`src/rtl/key_debounce.sv`:
```
// Debounces NUM_KEYS active-low push buttons into clean levels plus press/release strobes.
// Define KEY_LONG_PRESS_EN to add the per-key long-press strobe (key_long) and LONG_MAX.
module key_debounce #(
  parameter int unsigned NUM_KEYS = 4,
  parameter logic [31:0] CNT_MAX  = 32'd500_000
`ifdef KEY_LONG_PRESS_EN
  ,
  parameter logic [31:0] LONG_MAX = 32'd50_000_000
`endif
) (
  input  logic                clk,
  input  logic                reset,
  input  logic [NUM_KEYS-1:0] key_n,
  output logic [NUM_KEYS-1:0] key_level,
  output logic [NUM_KEYS-1:0] key_press,
  output logic [NUM_KEYS-1:0] key_release
`ifdef KEY_LONG_PRESS_EN
  ,
  output logic [NUM_KEYS-1:0] key_long
`endif
);

  // One fully independent lane per key; vector ports split one bit per instance.
  key_debounce_lane #(
    .CNT_MAX  (CNT_MAX)
`ifdef KEY_LONG_PRESS_EN
    ,
    .LONG_MAX (LONG_MAX)
`endif
  ) u_lane [NUM_KEYS-1:0] (
    .clk   (clk),
    .reset (reset),
    .key_n (key_n),
    .level (key_level),
    .press (key_press),
    .rel   (key_release)
`ifdef KEY_LONG_PRESS_EN
    ,
    .long_p(key_long)
`endif
  );

endmodule

// Single key: 2-flop synchroniser, debounce FSM with stability counter, optional hold timer.
module key_debounce_lane #(
  parameter logic [31:0] CNT_MAX  = 32'd500_000
`ifdef KEY_LONG_PRESS_EN
  ,
  parameter logic [31:0] LONG_MAX = 32'd50_000_000
`endif
) (
  input  logic clk,
  input  logic reset,
  input  logic key_n,
  output logic level,
  output logic press,
  output logic rel
`ifdef KEY_LONG_PRESS_EN
  ,
  output logic long_p
`endif
);

  typedef enum logic [1:0] {IDLE, P_WAIT, PRESSED, R_WAIT} state_t;

  state_t      state;
  logic [1:0]  sync_ff;
  logic        sync;
  logic [31:0] cnt;
  logic        cnt_done;

  // Flops hold the raw active-low level, so reset to 1 means "released".
  always_ff @(posedge clk) begin
    if (reset) sync_ff <= 2'b11;
    else       sync_ff <= {sync_ff[0], key_n};
  end

  assign sync     = ~sync_ff[1];
  assign cnt_done = (cnt == CNT_MAX - 32'd1);

  always_ff @(posedge clk) begin
    if (reset) begin
      state <= IDLE;
      cnt   <= '0;
      level <= 1'b0;
      press <= 1'b0;
      rel   <= 1'b0;
    end else begin
      press <= 1'b0;
      rel   <= 1'b0;
      case (state)
        IDLE: begin
          if (sync) begin
            state <= P_WAIT;
            cnt   <= '0;
          end
        end
        P_WAIT: begin
          if (!sync) begin
            state <= IDLE;
            cnt   <= '0;
          end else if (cnt_done) begin
            state <= PRESSED;
            cnt   <= '0;
            level <= 1'b1;
            press <= 1'b1;
          end else begin
            cnt <= cnt + 32'd1;
          end
        end
        PRESSED: begin
          if (!sync) begin
            state <= R_WAIT;
            cnt   <= '0;
          end
        end
        R_WAIT: begin
          if (sync) begin
            state <= PRESSED;
            cnt   <= '0;
          end else if (cnt_done) begin
            state <= IDLE;
            cnt   <= '0;
            level <= 1'b0;
            rel   <= 1'b1;
          end else begin
            cnt <= cnt + 32'd1;
          end
        end
        default: begin
          state <= IDLE;
          cnt   <= '0;
        end
      endcase
    end
  end

`ifdef KEY_LONG_PRESS_EN
  logic [31:0] hcnt;
  logic        long_done;

  // Held in reset while not pressed, so it is zero on the cycle PRESSED is entered;
  // keeps running through R_WAIT so release bounces do not restart the hold time.
  always_ff @(posedge clk) begin
    if (reset) begin
      hcnt      <= '0;
      long_done <= 1'b0;
      long_p    <= 1'b0;
    end else begin
      long_p <= 1'b0;
      if (state == IDLE || state == P_WAIT) begin
        hcnt      <= '0;
        long_done <= 1'b0;
      end else if (hcnt == LONG_MAX - 32'd1) begin
        if (!long_done) begin
          long_p    <= 1'b1;
          long_done <= 1'b1;
        end
      end else begin
        hcnt <= hcnt + 32'd1;
      end
    end
  end
`endif

endmodule

```
`config.mk`:
```
export PLATFORM = sky130hd
export DESIGN_NAME = key_debounce
export DESIGN_NICKNAME = d
export VERILOG_FILES = /design/src/rtl/key_debounce.sv
export SDC_FILE = /design/constraint.sdc
export NUM_CORES = 1
export LEC_CHECK = 0
export CAP_MARGIN = 10
export CORE_MARGIN = 4
export CORE_UTILIZATION = 39
export CTS_BUF_LIST = sky130_fd_sc_hd__clkbuf_16
export DETAILED_ROUTE_END_ITERATION = 10
export PLACE_DENSITY_LB_ADDON = 0.2
export SLEW_MARGIN = 40
export SYNTH_ARGS = -nofsm -noshare
export SYNTH_HDL_FRONTEND = slang
export SYNTH_SLANG_ARGS = --single-unit
```
`constraint.sdc`:
```
create_clock -name clk -period 2.05 [get_ports clk]
set_input_delay 0.41 -clock clk [delete_from_list [all_inputs] [get_ports clk]]
set_output_delay 0.41 -clock clk [all_outputs]
set_load 0.1 [all_outputs]
```
==> impl_metrics.tcl, run 1 <==
# place-and-route summary
set metrics [dict create \
    drtIter0Drc 471 \
    clk_pin_slew_ps 60 \
    p_clk_share_pct 51.1 \
    max-cap-violations 0 \
    rows 51 \
    comb_share_pct 43.4 \
    drive_gt1_share_pct 29.9 \
    slew_viol_final 0 \
    cts-root-buf "clkbuf_16" \
    io_pins 18 \
    power_mw 7.04 \
    whs_endpoint "u_lane[0].sync_ff[1]" \
    top_layer_used "met5" \
    p_sw_share_pct 22.3 \
    grt.met3_usage_pct 3.82 \
    status "finished with violations" \
    wl_met3_um 725 \
    avgSynthCellArea_sq_um 8.27 \
    coreArea_sq_um 19700 \
    yosys_warnings 0 \
    fp-utilization_pct 40.1 \
    adder_share_pct 0.635 \
    areaGrowthSynthToFinish_pct 37.2 \
    finalWorstSetupSlack_ps -269 \
    powerComb_uw 366 \
    synthAoiAreaFrac_pct 17.2 \
    ys_types 64 \
    comb_cells 720 \
    mappedNetlistArea_sq_um 7890 \
    ctsResizeCount 26 \
    powerClk_mw 3.60 \
    area_leaders "dfxtp_1 (40%), a31oi_1 (4.4%), nand4_1 (4.2%)" \
    htree_levels 4 \
    worstHoldStart "u_lane[0].sync_ff[0]" \
    crit_cells 6 \
    power_density_nw_per_um2 650 \
    top_cell "dfxtp_1" \
    dpl.hpwl_um 14000 \
    setup_viol_count_final 37 \
    grt.total_usage_pct 18.3 \
    p_comb_share_pct 5.2 \
    clock-sinks 156 \
    crit_path_start_kind "flip-flop" \
    fin_skew_ps 11.4 \
    overflow 0 \
    lay_top_cells "buf_4 (191), dfxtp_1 (147), nand2_1 (78), nor2_1 (76), nand3_1 (57)" \
    clock_area_share_pct 6.21 \
    finalClockPeriodUsage_pct 113 \
    cp.arrival_ps 2680 \
    critPathBufInv 1 \
    drc 0 \
    post-place-cells 1351 \
    critPathTopFamily "simple AND/OR/NAND/NOR gates" \
    layout.cells.most_common "buf_4" \
    nFillCells 1841 \
    comb_area_sq_um 4690 \
    seqCellArea_sq_um 3130 \
    maxSlewHeadroom_pct 60.5 \
    busiest_layer "met2" \
    violations "setup timing" \
    wl_met2_um 9830 \
    rrSetupSlack_ps -270 \
    worst_slew_pin_slew_ps 590 \
    ys_top_cells_by_count "dfxtp_1 (156), nand2_1 (80), nor2_1 (76)" \
    ff_type "dfxtp_1" \
    warnings 29 \
    routabilityCongestion 0.809 \
    intPower_mw 5.47 \
    seqPwrFrac_pct 43.7 \
    final_cells 1412 \
    required_ps 2410 \
    seq_share_pct 29.0 \
    tns_ps -6430 \
    yosys_area_sq_um 7890 \
    die_x_um 150 \
    firstDrtPassIters 6 \
    p_switching_mw 1.57 \
    ys.flops 156 \
    period_needed_ps 2320 \
    power_leakage_nw 4.09 \
    synth-edff-count 0 \
    antenna_found_initial 1 \
    synthCells 954 \
    grt_first_pass_wirelength_um 33700 \
    power-top-group "the clock network" \
    ys_cells 954 \
    fmax_ghz 0.431 \
    hold_buffers 0 \
    tritoncts "yes" \
]
==> run 1: flip-flops by register name, indices dropped and copies added, names as in the netlist, named ones only <==
| signal | cells |
|---|---|
| u_lane.cnt | 128 |
| u_lane.level | 4 |
| u_lane.press | 4 |
| u_lane.rel | 4 |
| u_lane.state | 4 |
| u_lane.sync_ff | 8 |
==> run 1: metrics by stage <==
step | cell area, sq um | setup slack [ps] | utilization [%] | hold WS (ps)
floorplan | 7950 | -156 | - | 389
global placement | 9500 | -247 | 48.3 | 392
detailed placement | 9500 | -265 | 48.3 | 393
CTS | 10500 | -230 | 53.3 | 405
global route | 10800 | -296 | 55.1 | 428
finish | 10800 | -269 | 55.1 | 404
### Met1 routing, run 1

Scale bar: 50 um.
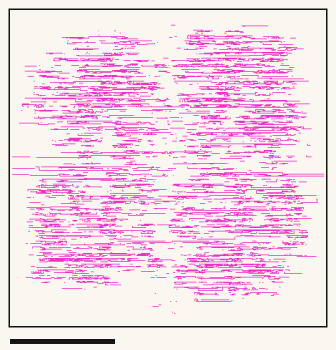
- share of all routed wire: 49%
- wire length on this layer: 10400 um
- nets with wire on the layer: 1094
- main direction: horizontal
GR Util met1: 24.9%
via count: 7682
Routed WL: 21200 um

### Clock wiring as the flow saved it, run 1

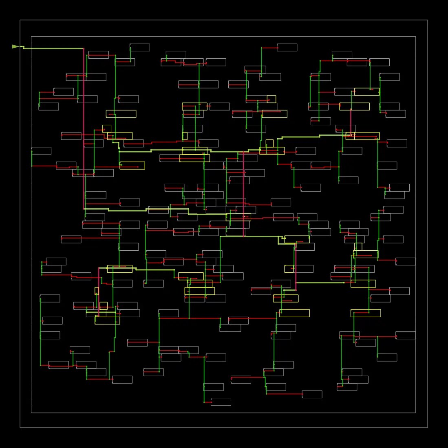
CTS buffer count: 17
clk ins delay skew pair: 430 ps
clkbuf count: 17

### Pin map, run 1

Scale bar: 50 um. Pins as bars across the die edge, other pins in grey.
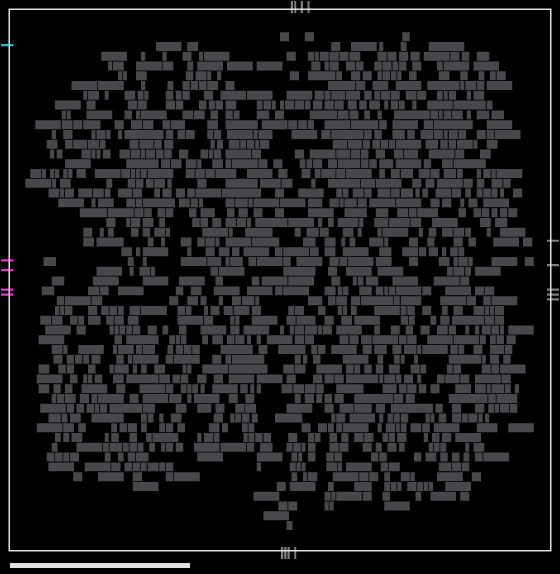
- clk: cyan (pins 1; direction input; edge west)
- key_n: magenta (pins 4; direction input; edge west)
- all pins by edge: 5 west, 5 east, 4 north, 4 south

### Register map, names as in the netlist, run 1

Scale bar: 50 um. Other sequential cells in the stronger grey, the rest of the logic in the fainter grey.
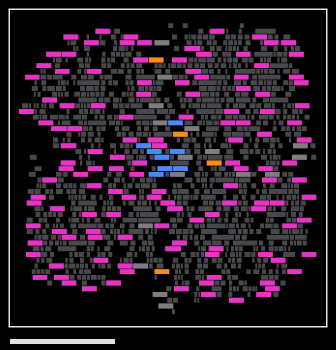
- u_lane.level: orange (placed flops 4)
- u_lane.sync_ff: blue (placed flops 8; where centre)
- u_lane.cnt: magenta (placed flops 128; where spread over the die)
- not coloured: 16

### Close-up of the layout, run 1

Scale bar: 20 um. Window x 50 to 100, y 80 to 130 um. Cells in grey, sequential cells in the stronger grey; small squares are vias.
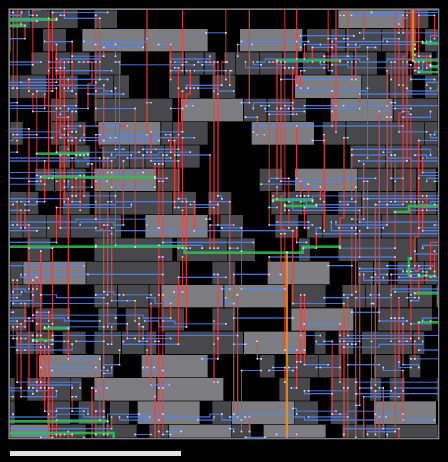

==> run 2: changes to the inputs <==
--- a/config.mk
+++ b/config.mk
@@ -10,7 +10,7 @@
 export CORE_UTILIZATION = 39
 export CTS_BUF_LIST = sky130_fd_sc_hd__clkbuf_16
 export DETAILED_ROUTE_END_ITERATION = 10
-export PLACE_DENSITY_LB_ADDON = 0.2
+export PLACE_DENSITY = 0.67
 export SLEW_MARGIN = 40
 export SYNTH_ARGS = -nofsm -noshare
 export SYNTH_HDL_FRONTEND = slang
### Close-up of the layout, run 2

Scale bar: 20 um. Window x 50 to 100, y 80 to 130 um. Cells in grey, sequential cells in the stronger grey; small squares are vias.
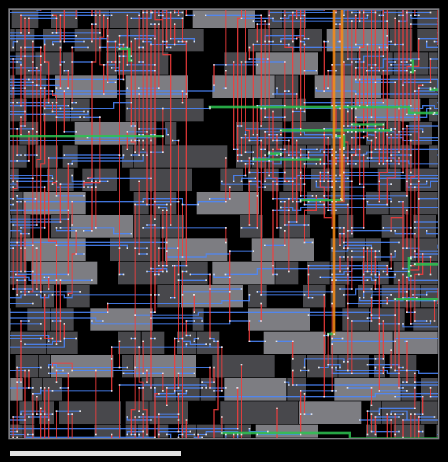
- metal 3: green
- metal 4: orange
- metal 2: red
- metal 1: blue
- sequential cells in the window: 29
- most frequent: buf_4 (30), dfxtp_1 (25), nor2_1 (10)
- netlist names of flops here include: u_lane.cnt (19), u_lane.sync_ff (4), u_lane.state (3)
- cells with their middle in the window: 204

### Register map, names as in the netlist, run 2

Scale bar: 50 um. Other sequential cells in the stronger grey, the rest of the logic in the fainter grey.
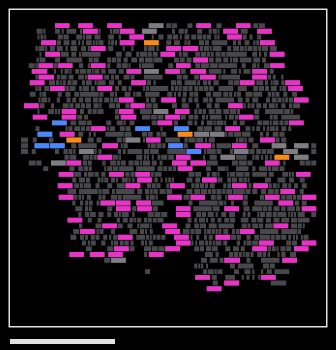
- u_lane.cnt: magenta (placed flops 128; where spread over the die)
- u_lane.level: orange (placed flops 4)
- u_lane.sync_ff: blue (placed flops 8)
Reg area: 3140 sq um
Seq area share: 29.7%

### Clock wiring as the flow saved it, run 2

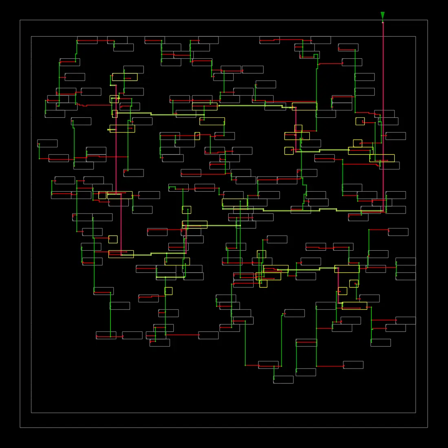
FF+latch count: 156
clock sinks: 156
clk_skew: 8.66 ps
clock group total power: 2.93 mW

==> impl_metrics.tcl, run 2 <==
# place-and-route summary
set metrics [dict create \
    worst_hold_slack_ps 405 \
    synthCells 954 \
    rows 51 \
    clk-insertion-delay-late_ps 430 \
    stdcell_area_sq_um 10600 \
    power_density_nw_per_um2 604 \
    worstHoldStart "u_lane[1].sync_ff[0]" \
    critPathTopFamily "simple AND/OR/NAND/NOR gates" \
    p_comb_share_pct 5.8 \
    placed_area_sq_um 9400 \
    synthAoiAreaFrac_pct 17.2 \
    firstDrtPassIters 5 \
    busiest_layer "met2" \
    warnings 29 \
    worst_slew_pin_slew_ps 591 \
    tns_ps -6240 \
    top_regs "u_lane.cnt: 128 flops, u_lane.sync_ff: 8 flops" \
    comb_area_sq_um 4800 \
    grt_first_pass_wirelength_um 33500 \
    power-top-group "registers" \
    routabilityCongestion 0.862 \
    powerComb_uw 367 \
    avgSynthCellArea_sq_um 8.27 \
    finalWorstSetupSlack_ps -242 \
    fmax_ghz 0.436 \
    max-cap-violations 0 \
    synth-edff-count 0 \
    ys_types 64 \
    adder_share_pct 0.635 \
    clkbuf_count 17 \
    rrSetupSlack_ps -240 \
    htree_levels 4 \
    top_cell "dfxtp_1" \
    antenna_found_initial 0 \
    comb_cells 720 \
    crit_cells 6 \
    final_cells 1387 \
    drc 0 \
    violations "setup timing" \
    clk_pin_slew_ps 70 \
    slew_viol_final 0 \
    wl_met3_um 739 \
    hold_buffers 0 \
    areaGrowthSynthToFinish_pct 33.8 \
    post-place-cells 1336 \
    clock_area_share_pct 5.16 \
    lay_top_cells "buf_4 (170), dfxtp_1 (146), nand2_1 (78), nor2_1 (75), nand3_1 (57)" \
    status "finished with violations" \
    grt_use_met1_pct 24.1 \
    tritoncts "yes" \
    period_needed_ps 2290 \
    top_layer_used "met4" \
    setup_viol_count_final 50 \
    power_leakage_nw 3.89 \
    grt.met3_usage_pct 3.79 \
    cts-root-buf "clkbuf_16" \
    required_ps 2380 \
    crit_path_start_kind "flip-flop" \
    finalClockPeriodUsage_pct 112 \
    seqPwrFrac_pct 48.3 \
    p_switching_mw 1.63 \
    wirelength_um 21000 \
    overflow 0 \
    grt.total_usage_pct 17.9 \
    yosys_area_sq_um 7890 \
    whs_endpoint "u_lane[1].sync_ff[1]" \
    utilization_pct 53.7 \
    wl_met2_um 9980 \
    layout.cells.most_common "buf_4" \
    drtIter0Drc 545 \
    nFillCells 1804 \
    num_vias 7794 \
    io_pins 18 \
    ys_cells 954 \
]
## run 2: cell types whose count changed in the layout (fill, tap and decap cells not counted), moves of 3 or more
cell / before / now
a21oi_1: 38 / 32
a21oi_2: 15 / 18
a21oi_4: 1 / 4
a31oi_1: 56 / 52
a31oi_4: 0 / 4
buf_4: 191 / 170
bufinv_16: 6 / 0
inv_6: 0 / 3
o21ai_0: 19 / 15
## run 2: what timing repair did
item | CTS | global route
setup buffers | 5 | 9
pin swaps | 10 | 38
cloned | 1 | 6
resized | 13 | 89
endpoints found under the setup margin | 98 | 106
## run 2: kinds of logic after synthesis
group,after synthesis
AND/OR/NAND/NOR,445
multiplexers,20
flip-flops,156
XOR/XNOR,43
adder cells (fa/ha/maj),4
AND-OR/OR-AND,208
buffers and inverters,78
### Met1 routing, run 2

Scale bar: 50 um.
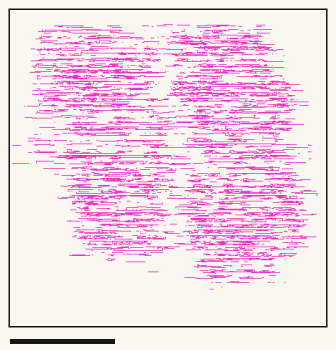

==> run 3: changes to the inputs <==
--- a/config.mk
+++ b/config.mk
@@ -15,3 +15,4 @@
 export SYNTH_ARGS = -nofsm -noshare
 export SYNTH_HDL_FRONTEND = slang
 export SYNTH_SLANG_ARGS = --single-unit
+export TNS_END_PERCENT = 5
### Met1 routing, run 3

Scale bar: 50 um.
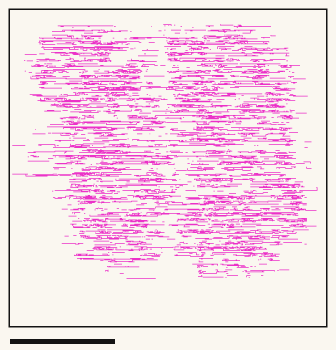
- longest straight run: 44.6 um
- nets with wire on the layer: 1038
- wire length on this layer: 9670 um
- share of all routed wire: 49%
- main direction: horizontal

### Pin map, run 3

Scale bar: 50 um. Pins as bars across the die edge, other pins in grey.
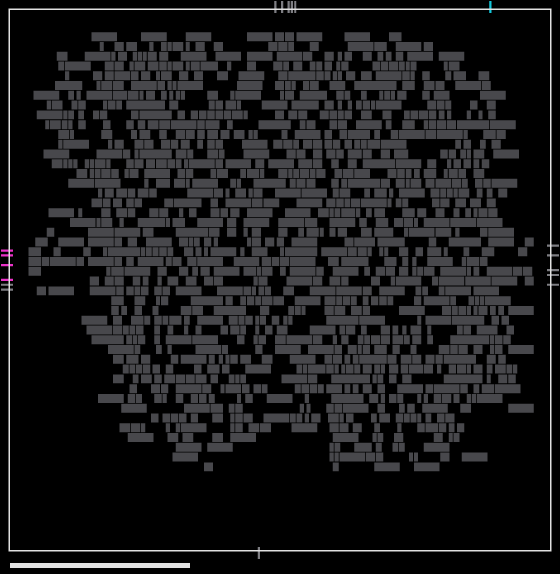
- clk: cyan (pins 1; direction input; edge north)
- key_n: magenta (pins 4; direction input; edge west)
- all pins by edge: 6 north, 6 west, 5 east, 1 south
die width: 150 um
PortBufs: 17
height of the die: 150 um

==> impl_metrics.tcl, run 3 <==
# place-and-route summary
set metrics [dict create \
    status "finished with violations" \
    violations "setup timing" \
    io_pins 18 \
    nFillCells 1897 \
    layout.cells.most_common "buf_4" \
    synth-edff-count 0 \
    finalClockPeriodUsage_pct 111 \
    busiest_layer "met2" \
    diodes 0 \
    synthCells 954 \
    num_vias 7511 \
    period_needed_ps 2270 \
    wl_met3_um 833 \
    clkbuf_count 17 \
    rows 51 \
    power-top-group "the clock network" \
    setup_viol_count_final 34 \
    worst_slew_pin_slew_ps 602 \
    lay_top_cells "buf_4 (154), dfxtp_1 (148), nand2_1 (80), nor2_1 (75), nand3_1 (60)" \
    yosys_area_sq_um 7890 \
    stdcell_area_sq_um 10000 \
    antenna_found_initial 0 \
    final_cells 1355 \
    post-place-cells 1322 \
    clock_area_share_pct 6.03 \
    worst_hold_slack_ps 399 \
    cp.arrival_ps 2590 \
    p_comb_share_pct 5.1 \
    ys.flops 156 \
    crit_path_start_kind "flip-flop" \
    fp-utilization_pct 40.1 \
    placed_area_sq_um 9250 \
    rr_worst_depth 6 \
    clock-sinks 156 \
    critPathCapture "u_lane[0].cnt[24]" \
    grt.total_usage_pct 17.6 \
    fin_skew_ps 6.85 \
    avgSynthCellArea_sq_um 8.27 \
    power_leakage_nw 3.72 \
    fmax_ghz 0.441 \
    tns_ps -5100 \
    comb_cells 720 \
    areaGrowthSynthToFinish_pct 27.0 \
    cts-root-buf "clkbuf_16" \
    wl_met2_um 8920 \
    seqPwrFrac_pct 46.1 \
    finalWorstSetupSlack_ps -218 \
    comb_area_sq_um 4530 \
    drc 0 \
    grt_first_pass_wirelength_um 32800 \
    top_cell "dfxtp_1" \
    powerClk_mw 3.26 \
    ir_worst_vdd_v 0.000496 \
    overflow 0 \
    wirelength_um 19700 \
    top_layer_used "met4" \
    ys_types 64 \
    utilization_pct 51.0 \
    grt.met3_usage_pct 3.85 \
    seqCellArea_sq_um 3130 \
    seq_share_pct 31.3 \
    max-cap-violations 0 \
    required_ps 2370 \
    worstHoldStart "reset" \
    tritoncts "yes" \
    drtIter0Drc 502 \
    htree_levels 4 \
    ff_count 156 \
    clk-insertion-delay-late_ps 430 \
    firstDrtPassIters 7 \
    routabilityCongestion 0.839 \
    grt_start_max_net_pins 50 \
    whs_endpoint "u_lane[0].cnt[0]" \
    clk_pin_slew_ps 60 \
    p_switching_mw 1.50 \
    warnings 29 \
    slew_viol_final 0 \
    tapCellCount 265 \
    mappedNetlistArea_sq_um 7890 \
    power_density_nw_per_um2 667 \
    top_regs "u_lane.cnt: 128 flops, u_lane.sync_ff: 8 flops" \
    yosys_warnings 0 \
    powerComb_uw 339 \
    rrSetupSlack_ps -220 \
]
### Register map, names as in the netlist, run 3

Scale bar: 50 um. Other sequential cells in the stronger grey, the rest of the logic in the fainter grey.
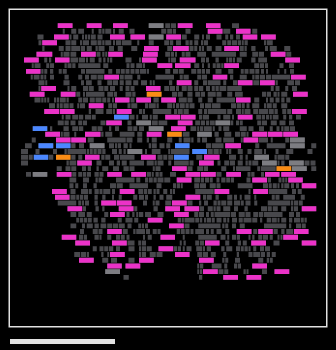
- u_lane.cnt: magenta (placed flops 128; where spread over the die)
- u_lane.sync_ff: blue (placed flops 8)
- u_lane.level: orange (placed flops 4)
- not coloured: 16

[run 3: cells by family (layout without fill, tap and decap cells)]
family	Yosys count	after routing	share of synthesized area, %
and+or+nand+nor	445	445	30.4
buffers and inverters	78	214	4.82
xor gates and xnor gates	43	43	4.77
DFF	156	156	39.6
AOI/OAI and AO/OA	208	208	17.2
muxes	20	20	2.55
adders and majority gates	4	4	0.635
[run 3: what timing repair did]
item	4_1_cts	5_1_grt
buffers inserted	1	0
gates cloned	1	0
pin swaps	6	5
resized	12	19
setup endpoints to repair	65	91
hold buffers	0	0
[run 3: worst max-delay path, stage by stage, from the launching register on]
cell and delay [ps]:
dfxtp_1 310, or4_1 520, or4_4 590, o211a_4 290, buf_12 140, a21o_1 150, a21o_1 160
Power and IR drop assume default switching activity.
